Run 1, signal wires on met2:
Scale: 2 px per um.
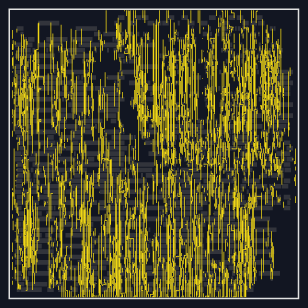
Run 1, track usage over the die:
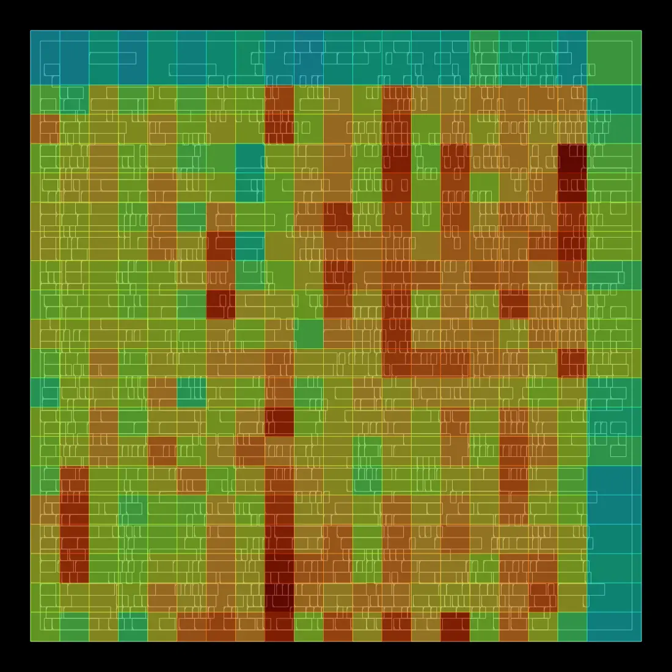
Run 1, sequential cells coloured by netlist name:
Scale: 3 px per um. Other sequential cells in the stronger grey, the rest of the logic in the fainter grey.
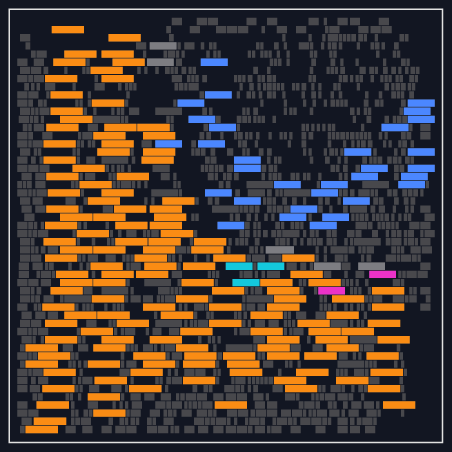
==> config.mk <==
export PLATFORM = sky130hd
export DESIGN_NAME = grf_wb_sched
export DESIGN_NICKNAME = d
export VERILOG_FILES = /design/src/rtl/grf_pkg.sv /design/src/rtl/wb_fifo.sv /design/src/rtl/grf_wb_sched.sv
export SDC_FILE = /design/constraint.sdc
export NUM_CORES = 1
export LEC_CHECK = 0
export ABC_AREA = 1
export ABC_CLOCK_PERIOD_IN_PS = 9900
export CAP_MARGIN = 20
export CORE_MARGIN = 2
export CORE_UTILIZATION = 47
export DETAILED_ROUTE_END_ITERATION = 12
export MAX_ROUTING_LAYER = met4
export PLACE_DENSITY = 0.77
export SLEW_MARGIN = 20
export SYNTH_ARGS = -nofsm -noshare
export SYNTH_HDL_FRONTEND = slang
export SYNTH_HIERARCHICAL = 1
export SYNTH_SLANG_ARGS = --single-unit
==> constraint.sdc <==
create_clock -name clk -period 9.9 [get_ports clk]
set_clock_uncertainty 0.05 [all_clocks]
set_input_delay 1.485 -clock clk [delete_from_list [all_inputs] [get_ports clk]]
set_output_delay 1.485 -clock clk [all_outputs]
set_load 0.03 [all_outputs]
==> src/rtl/grf_pkg.sv <==
// Shared types and constants for the GRF write-port scheduler.
package grf_pkg;

  localparam int ADDR_W = 5;
  localparam int DATA_W = 32;
  localparam logic [ADDR_W-1:0] REG_ZERO = 5'd0;

  typedef struct packed {
    logic [ADDR_W-1:0] addr;
    logic [DATA_W-1:0] data;
    logic [DATA_W-1:0] pc8;
  } wb_entry_t;

  // One-hot register mask; $0 never participates in the scoreboard.
  function automatic logic [31:0] reg_mask(input logic [ADDR_W-1:0] a);
    reg_mask = (a == REG_ZERO) ? 32'd0 : (32'd1 << a);
  endfunction

endpackage

==> src/rtl/wb_fifo.sv <==
// Small FIFO buffering MDU results until the GRF write port is free.
import grf_pkg::*;

module wb_fifo #(
  parameter int DEPTH = 2
) (
  input  logic      clk,
  input  logic      rst_n,
  input  logic      push_i,
  input  wb_entry_t push_data_i,
  input  logic      pop_i,
  output logic      full_o,
  output logic      empty_o,
  output wb_entry_t head_o
);

  localparam int AW = $clog2(DEPTH);

  // Pointers carry one extra wrap bit to tell full from empty.
  logic [AW:0] wr_q, rd_q;
  wb_entry_t   mem_q [DEPTH];

  // Pointer registers; reset discards any buffered entries.
  always_ff @(posedge clk or negedge rst_n) begin
    if (!rst_n) begin
      wr_q <= {(AW+1){1'b0}};
      rd_q <= {(AW+1){1'b0}};
    end else begin
      if (push_i) wr_q <= wr_q + (AW+1)'(1);
      if (pop_i)  rd_q <= rd_q + (AW+1)'(1);
    end
  end

  // Entry storage.
  always_ff @(posedge clk) begin
    if (push_i) mem_q[wr_q[AW-1:0]] <= push_data_i;
  end

  assign empty_o = (wr_q == rd_q);
  assign full_o  = (wr_q[AW] != rd_q[AW]) && (wr_q[AW-1:0] == rd_q[AW-1:0]);
  assign head_o  = mem_q[rd_q[AW-1:0]];

endmodule

==> src/rtl/grf_wb_sched.sv <==
// GRF write-port arbiter: pipeline writeback has priority, buffered MDU results
// fill idle slots; a scoreboard of pending MDU destinations drives decode stall.
import grf_pkg::*;

module grf_wb_sched #(
  parameter int FIFO_DEPTH = 2,
  parameter int STARVE_LIM = 4,
  parameter int MAX_OUT    = 2
) (
  input  logic        clk,
  input  logic        reset,
  input  logic        wb_req,
  input  logic [4:0]  wb_addr,
  input  logic [31:0] wb_data,
  input  logic [31:0] wb_pc8,
  input  logic        mdu_valid,
  output logic        mdu_ready,
  input  logic [4:0]  mdu_addr,
  input  logic [31:0] mdu_data,
  input  logic [31:0] mdu_pc8,
  input  logic        iss_valid,
  input  logic [4:0]  iss_addr,
  input  logic [4:0]  chk_rs,
  input  logic [4:0]  chk_rt,
  input  logic [4:0]  chk_rd,
  output logic        stall,
  output logic        hold_req,
  output logic        grf_we,
  output logic [4:0]  grf_a3,
  output logic [31:0] grf_wd,
  output logic [31:0] grf_pc8
);

  localparam int CNT_W = $clog2(MAX_OUT + 1);
  localparam int ST_W  = $clog2(STARVE_LIM + 1);

  logic             wb_eff, commit, enq, full, empty;
  wb_entry_t        head, mdu_entry;
  logic [31:0]      busy_q, busy_d, busy_vis, clr_mask, set_mask;
  logic [CNT_W-1:0] out_cnt_q, out_cnt_d;
  logic [ST_W-1:0]  starve_q, starve_d;
  logic             hold_q, hold_d;

  assign wb_eff    = wb_req && (wb_addr != REG_ZERO);
  assign commit    = !wb_eff && !empty;
  assign mdu_ready = reset && !full;
  assign enq       = mdu_valid && mdu_ready;
  assign mdu_entry = '{addr: mdu_addr, data: mdu_data, pc8: mdu_pc8};
  assign hold_req  = hold_q;

  wb_fifo #(.DEPTH(FIFO_DEPTH)) u_fifo (
    .clk        (clk),
    .rst_n      (reset),
    .push_i     (enq),
    .push_data_i(mdu_entry),
    .pop_i      (commit),
    .full_o     (full),
    .empty_o    (empty),
    .head_o     (head)
  );

  // Write-port mux; $0 MDU results commit silently.
  always_comb begin
    grf_we  = 1'b0;
    grf_a3  = 5'd0;
    grf_wd  = 32'd0;
    grf_pc8 = 32'd0;
    if (wb_eff) begin
      grf_we  = 1'b1;
      grf_a3  = wb_addr;
      grf_wd  = wb_data;
      grf_pc8 = wb_pc8;
    end else if (commit && (head.addr != REG_ZERO)) begin
      grf_we  = 1'b1;
      grf_a3  = head.addr;
      grf_wd  = head.data;
      grf_pc8 = head.pc8;
    end else begin
      grf_we  = 1'b0;
    end
  end

  // Scoreboard, in-flight count and starvation tracking.
  always_comb begin
    clr_mask  = commit ? reg_mask(head.addr) : 32'd0;
    set_mask  = iss_valid ? reg_mask(iss_addr) : 32'd0;
    busy_vis  = busy_q & ~clr_mask;
    busy_d    = (busy_vis | set_mask) & ~32'd1;
    stall     = busy_vis[chk_rs] | busy_vis[chk_rt] | busy_vis[chk_rd] |
                (out_cnt_q == CNT_W'(MAX_OUT));
    out_cnt_d = out_cnt_q;
    case ({iss_valid, commit})
      2'b10:   out_cnt_d = out_cnt_q + CNT_W'(1);
      2'b01:   out_cnt_d = (out_cnt_q != CNT_W'(0)) ? out_cnt_q - CNT_W'(1) : out_cnt_q;
      default: out_cnt_d = out_cnt_q;
    endcase
    if (commit || empty) begin
      starve_d = ST_W'(0);
    end else if (starve_q != ST_W'(STARVE_LIM)) begin
      starve_d = starve_q + ST_W'(1);
    end else begin
      starve_d = starve_q;
    end
    if (commit) begin
      hold_d = 1'b0;
    end else if (!empty && (starve_q == ST_W'(STARVE_LIM - 1))) begin
      hold_d = 1'b1;
    end else begin
      hold_d = hold_q;
    end
  end

  // State registers.
  always_ff @(posedge clk or negedge reset) begin
    if (!reset) begin
      busy_q    <= 32'd0;
      out_cnt_q <= CNT_W'(0);
      starve_q  <= ST_W'(0);
      hold_q    <= 1'b0;
    end else begin
      busy_q    <= busy_d;
      out_cnt_q <= out_cnt_d;
      starve_q  <= starve_d;
      hold_q    <= hold_d;
    end
  end

endmodule

==> run summary, run 1 <==
clock power share: 21.5%
Post-Syn Nets: 1,297
antenna-violating nets left: 0
WP data required: 8.37 ns
Slew @ Worst Pin: 0.986 ns
clk buf depth: 2
CP max stage delay: 0.64 ns
status: completed
I/O pins: 236
FP Util: 47.6%
Leakage: 5.25 nW
Synth Seq Share: 56.2%
Hold Buf Count CTS: 0
GRT overflow: 0
RSZ-0062 raised after global routing: no
crit path max fanout: 68
number of enable flip-flop cells: 138
DP Wirelength: 19,800 um
syn avg cell area: 8.13 sq um
port bufs: 235
PwrDens: 255 nW/um^2
Sw Pwr: 1.35 mW
die height: 144 um
Syn Std Cell Area: 9200 sq um
post_cts resized: 0
WL/cell: 16.6 um
Cell Int Power: 1.78 mW
initial antenna violation count: 2
critical-path cell list: clkdlybuf4s50_1, nor2_1, nand3_1, nand2_2, inv_2, buf_4, nor2_2, o21ai_4, buf_4, o21ai_0, clkdlybuf4s50_1
fin nets: 1,506
Yosys cell types: 28
postcts setup bufs: 0
endpoint class of the critical path: primary output
DRT Wirelength: 26,900 um
ys cells: 1,131
Yosys reg bits: 179
Setup CP Type: input port to primary output
Synth area leader: edfxtp_1
CP Launch Type: input port
Final Hold Fails: 0
R2R setup slack: 6.24 ns
IR Drop Worst-Case VDD: 156 uV
CTS Buf Count: 17
worst reg2reg startpoint: u_fifo/rd_q[0]
core area: 19,300 sq um
Yosys top cell area share: 45.0%
YS warnings: 6
FFs w/ async S/R, synth: 22.9%
clk slew on worst S/H paths: 0.07 ns
Worst EP arrival: 4.82 ns
initial DRC count: 563
Slew headroom: 34.3%
FMAX: 0.157 GHz
# setup viols final: 0
Gate Count Post-Synth: 1,131
die width: 144 um
min-delay src: hold_req
Root Buffer: clkbuf_16
Placed Instances: 1,586
largest net degree at the start of global routing: 70
clk sink count: 179
Hold Crit Endpoint: hold_req
HP Class: flip-flop to flip-flop
slowest CP cell: clkdlybuf4s50_1
yosys stat area: 9200 sq um
gpl congestion: 0.917
fin. max-slew vios: 0
-- 'signal wires on met2' (at the start) --
main direction: vertical
longest straight run: 57.5 um
wire length on this layer: 13,600 um
share of all routed wire: 50%

-- 'track usage over the die' (at the start) --
Most Used Layer, Global Route: met2
met1 usage: 32.6%
gr usage total: 27.8%
Final Util: 63.5%

-- 'sequential cells coloured by netlist name' (at the start) --
legend:
  `u_fifo/mem_q`:
    colour: orange
    sequential_cells: 138
  `busy_q`:
    colour: blue
    sequential_cells: 31
  `u_fifo/wr_q`:
    colour: magenta
    sequential_cells: 2
  `starve_q`:
    colour: cyan
    sequential_cells: 3
not coloured: 5

## run 1: power groups by stage
stage | combinational (mW) | clock, mW | sequential (mW)
after floorplan | 0.909 | 0 | 1.06
after global placement | 1.37 | 0 | 1.07
after detailed placement | 1.39 | 0 | 1.08
after CTS | 1.40 | 0.683 | 1.06
after global routing | 1.54 | 0.718 | 1.08
final | 1.39 | 0.672 | 1.06
## run 1: through the flow
step	power (mW)	instance area [sq um]	worst slack [ns]	hold slack (ns)
after floorplan	1.97	9200	4.57	0.433
after global placement	2.44	11700	3.59	0.456
after detailed placement	2.47	11700	3.52	0.448
after CTS	3.15	12300	3.49	0.465
after global routing	3.34	12300	3.16	0.523
final	3.13	12300	3.54	0.463
## run 1: logic make-up after synthesis
group / Yosys count / synth area share, %
buffers and inverters: 163 / 7.36
adder cells (fa/ha/maj): 3 / 0.408
XOR/XNOR: 5 / 0.476
flip-flops: 179 / 56.2
AND/OR/NAND/NOR: 672 / 29.5
AND-OR/OR-AND: 109 / 6.03
## run 1: critical path, delay by kind of cell
kind	cells	cell delay (ns)
AND-OR/OR-AND	2	0.32
AND/OR/NAND/NOR	4	0.66
buffers and inverters	5	2.29
## run 1: per-layer routing
layer	vias to the layer above	track usage, %	part of all wire, %
met4	0	9.70	2.9
met1	3756	32.6	40
met3	43	7.13	6.6
met2	284	46.5	50
met5	-	-	0
li1	4087	-	-
## run 1: how the worst max path moves through the flow
| stage | from | to | slack, ns | cells after the start |
|---|---|---|---|---|
| floorplan | reset | u_fifo/mem_q[0][0] | 4.57 | 4 |
| global placement | wb_addr[1] | grf_pc8[0] | 3.59 | 11 |
| detailed placement | wb_addr[1] | grf_wd[2] | 3.52 | 11 |
| CTS | wb_addr[1] | grf_wd[2] | 3.49 | 11 |
| global route | u_fifo/rd_q[0] | stall | 3.16 | 18 |
| finish | wb_addr[1] | grf_wd[2] | 3.54 | 11 |
## run 1: layout make-up
cell class	count	area [sq um]
Multi-Input combinational cell	789	3370
Timing Repair Buffer	241	2390
Fill cell	1643	7050
Clock buffer	17	425
Clock inverter	15	171
Inverter	112	420
Sequential cell	179	5170
Antenna cell	2	5.00
Tap cell	265	332
## run 1: flip-flops by register name, indices dropped and copies added, names as in the netlist
signal	cells
u_fifo/rd_q	2
hold_req	1
u_fifo/mem_q	138
u_fifo/wr_q	2
busy_q	31
starve_q	3
out_cnt_q	2
## run 1: placed cells by master (no fill, tap or decap), drive strengths merged, types with 4 or more instances in the layout
master,count
buf,7
a21oi,4
nand3,106
xor2,5
nor3,5
nand2,449
dfrtp,41
o21ai,102
inv,120
clkdlybuf4s50,234
nand4,12
nor2,98
clkinv,7
clkbuf,17
edfxtp,138
Run 1, gate families picked out:
Scale: 3 px per um.
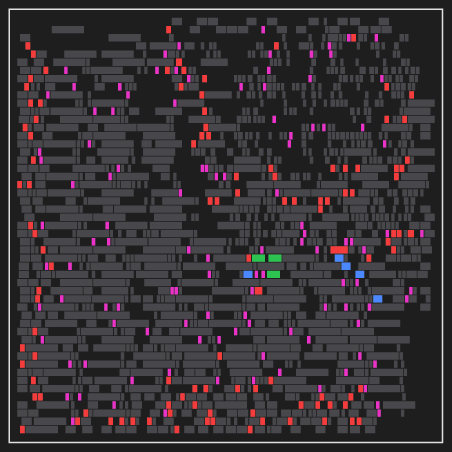

==> inputs of run 2 (changes only) <==
--- a/config.mk
+++ b/config.mk
@@ -6,10 +6,10 @@
 export NUM_CORES = 1
 export LEC_CHECK = 0
 export ABC_AREA = 1
-export ABC_CLOCK_PERIOD_IN_PS = 9900
+export ABC_CLOCK_PERIOD_IN_PS = 5400
 export CAP_MARGIN = 20
 export CORE_MARGIN = 2
-export CORE_UTILIZATION = 47
+export CORE_UTILIZATION = 45
 export DETAILED_ROUTE_END_ITERATION = 12
 export MAX_ROUTING_LAYER = met4
 export PLACE_DENSITY = 0.77
==> constraint.sdc (replaced) <==
create_clock -name clk -period 5.4 [get_ports clk]
set_clock_uncertainty 0.05 [all_clocks]
set_input_delay 0.81 -clock clk [delete_from_list [all_inputs] [get_ports clk]]
set_output_delay 0.81 -clock clk [all_outputs]
set_load 0.03 [all_outputs]
Run 2, gate families picked out:
Scale: 3 px per um.
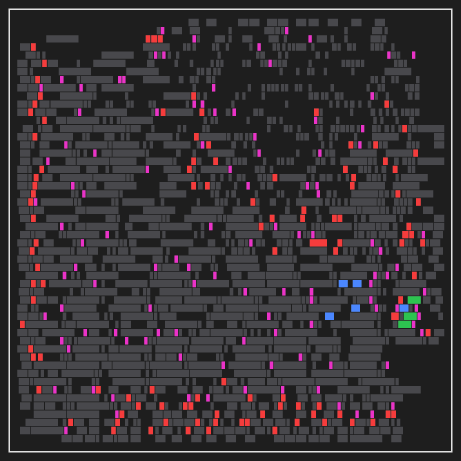
legend:
  XOR/XNOR gates:
    colour: blue
    cells: 5
    most_used: xor2_1
  adder and majority cells:
    colour: green
    cells: 3
    most_used: ha_1
  inverting AOI/OAI gates:
    colour: red
    cells: 109
    most_used: o21ai_0
    where: all over the die
  inverters:
    colour: magenta
    cells: 112
    most_used: inv_1
    where: all over the die

Run 2, signal wires on met2:
Scale: 2 px per um.
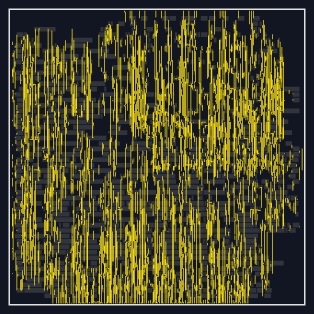
main direction: vertical
wire length on this layer: 13,900 um

==> run 2 against run 1 <==
Die area grew 4.3%. Utilization shrank 1.7 points. Worst setup slack lost 3.2 ns. Hold slack lost 0.062 ns. First-iteration DRC count grew 14%. Synthesized cell count is the same. Final cell count grew 0.86%. Flip-flop count is the same. Clock power grew 98%. Non-clock buffer count grew 10. Critical path type is now flip-flop to primary output. Largest cell class unchanged. Highest routed layer unchanged.
==> run summary, run 2 <==
Synth area leader: edfxtp_1
Top Layout Cells: nand2_1 (447), clkdlybuf4s50_1 (234), edfxtp_1 (138), nand3_1 (106), inv_1 (102)
Placed Area: 11,800 sq um (+0.63%)
clk slew on worst S/H paths: 0.07 ns (about the same)
WP data required: 4.54 ns (-3.83 ns)
Root Buffer: clkbuf_16
YS warnings: 6 (unchanged)
clk sink count: 179 (unchanged)
gr usage total: 26.8% (-1.0 points)
routed wl met2: 13,900 um (+2.6%)
slowest CP cell: dfrtp_2
CP Buf/Inv Count: 3 (-2)
Largest register FFs: 138 (unchanged)
port bufs: 235 (unchanged)
ys cells: 1,131 (unchanged)
Worst EP arrival: 4.18 ns (-0.64 ns)
number of enable flip-flop cells: 138 (unchanged)
DRT Wirelength: 27,500 um (+2.2%)
Leakage: 5.34 nW (+1.6%)
antenna-violating nets left: 0 (unchanged)
Post-Syn Nets: 1,297 (unchanged)
syn avg cell area: 8.13 sq um (unchanged)
yosys stat area: 9200 sq um (unchanged)
Hold Buf Count CTS: 0 (unchanged)
Yosys cell types: 28 (unchanged)
Detail Route met3 WL: 1970 um (+12%)
crit path max fanout: 42 (-38%)
Yosys reg bits: 179 (unchanged)
RSZ-0062 raised after global routing: no
Gate Area: 3370 sq um (about the same)
FP Util: 45.6% (-2.0 points)
CP max stage delay: 0.76 ns (+0.12 ns)
# setup viols final: 0 (unchanged)
fin. max-slew vios: 0 (unchanged)
initial DRC count: 640 (+14%)
Sequential Area: 5170 sq um (unchanged)
Syn Std Cell Area: 9200 sq um (unchanged)
Top delay family on crit path: buffers and inverters
CP Launch Type: flip-flop
IR Drop Worst-Case VDD: 316 uV (+100%)
FMAX: 0.198 GHz
Slew @ Worst Pin: 0.721 ns (-0.265 ns)
Yosys top cell area share: 45.0% (unchanged)
Fin Hold WS: 0.401 ns (-0.0620 ns)
critical-path cell list: buf_4, nand2_1, nand2_1, inv_2, nand3_1, nor2_1, nand3_1, nand2_1, o21ai_0, nor2_1, nand2_1, nand3_1, a21oi_1, nor2_1, nand2_1, clkdlybuf4s50_1
Setup CP Type: flip-flop to primary output
GRT overflow: 0 (unchanged)
status: completed
R2R setup slack: 2.10 ns (-4.14 ns)
top layer in use: met4
core area: 20,200 sq um (+4.3%)
FFs w/ async S/R, synth: 22.9% (unchanged)
PwrDens: 475 nW/um^2 (+87%)
Run 2, track usage over the die:
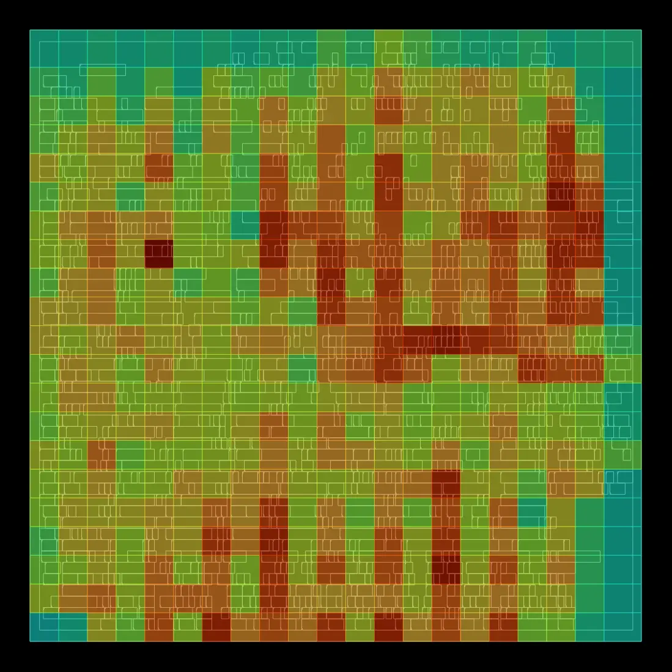
met1 usage: 32.2%
GR Util met2: 45.4%
GRT met3 Usage: 5.90%
WL/cell: 16.8 um

## run 2: metrics by stage
stage,instances,worst slack [ns],power (mW)
final,1634,0.361,5.93
after floorplan,1131,0.702,3.61
after global routing,1634,0.0255,6.29
after global placement,1600,0.562,4.54
after CTS,1632,0.121,5.93
after detailed placement,1600,0.584,4.58
## run 2: what timing repair did
| action | 4_1_cts | 5_1_grt |
|---|---|---|
| endpoints found under the hold margin | 0 | 0 |
| buffers inserted | 0 | 0 |
| endpoints found under the setup margin | 0 | 1 |
| resized | 0 | 1 |
## run 2: final cells by class
type | instances | area share, %
flip-flops and latches | 179 | 41.5
multi-input cells | 789 | 27.0
repair buffers | 251 | 20.0
clock buffers | 17 | 3.41
inverters | 112 | 3.37
well taps | 270 | 2.71
clock inverters | 15 | 1.99
diodes | 1 | 0.0201
## run 2: cell families after synthesis
logic type      share of synthesized area, %
compound gates                          6.03
flops                                   56.2
simple gates                            29.5
xor+xnor                               0.476
buf+inv                                 7.36
fa+ha+maj                              0.408
## run 2: final timing paths
| check | start | endpoint | cells past startpoint |
|---|---|---|---|
| max | u_fifo/rd_q[0] | stall | 16 |
| min | reset | starve_q[2] | 2 |
| max reg2reg | u_fifo/rd_q[0] | u_fifo/mem_q[0][63] | 8 |
| min reg2reg | hold_req | hold_req | 2 |
| max in group asynchronous | reset | u_fifo/rd_q[0] | 2 |
| min in group clk | hold_req | hold_req | 2 |
## run 2: report_power, final
part,total [mW],switching (mW),leakage (nW),internal [mW]
registers,1.97,0.164,1.76,1.81
logic,2.62,1.74,3.26,0.882
clock network,1.33,0.638,0.320,0.696
total,5.93,2.54,5.34,3.38
## run 2: routing by layer
layer  global-route usage, %  vias up
li1                        -     4102
met1                    32.2     3865
met2                    45.4      310
met3                    5.90       42
met4                    8.22        0
met5                       -        -
Power figures rest on the tool's default switching activity, not on a simulated workload.
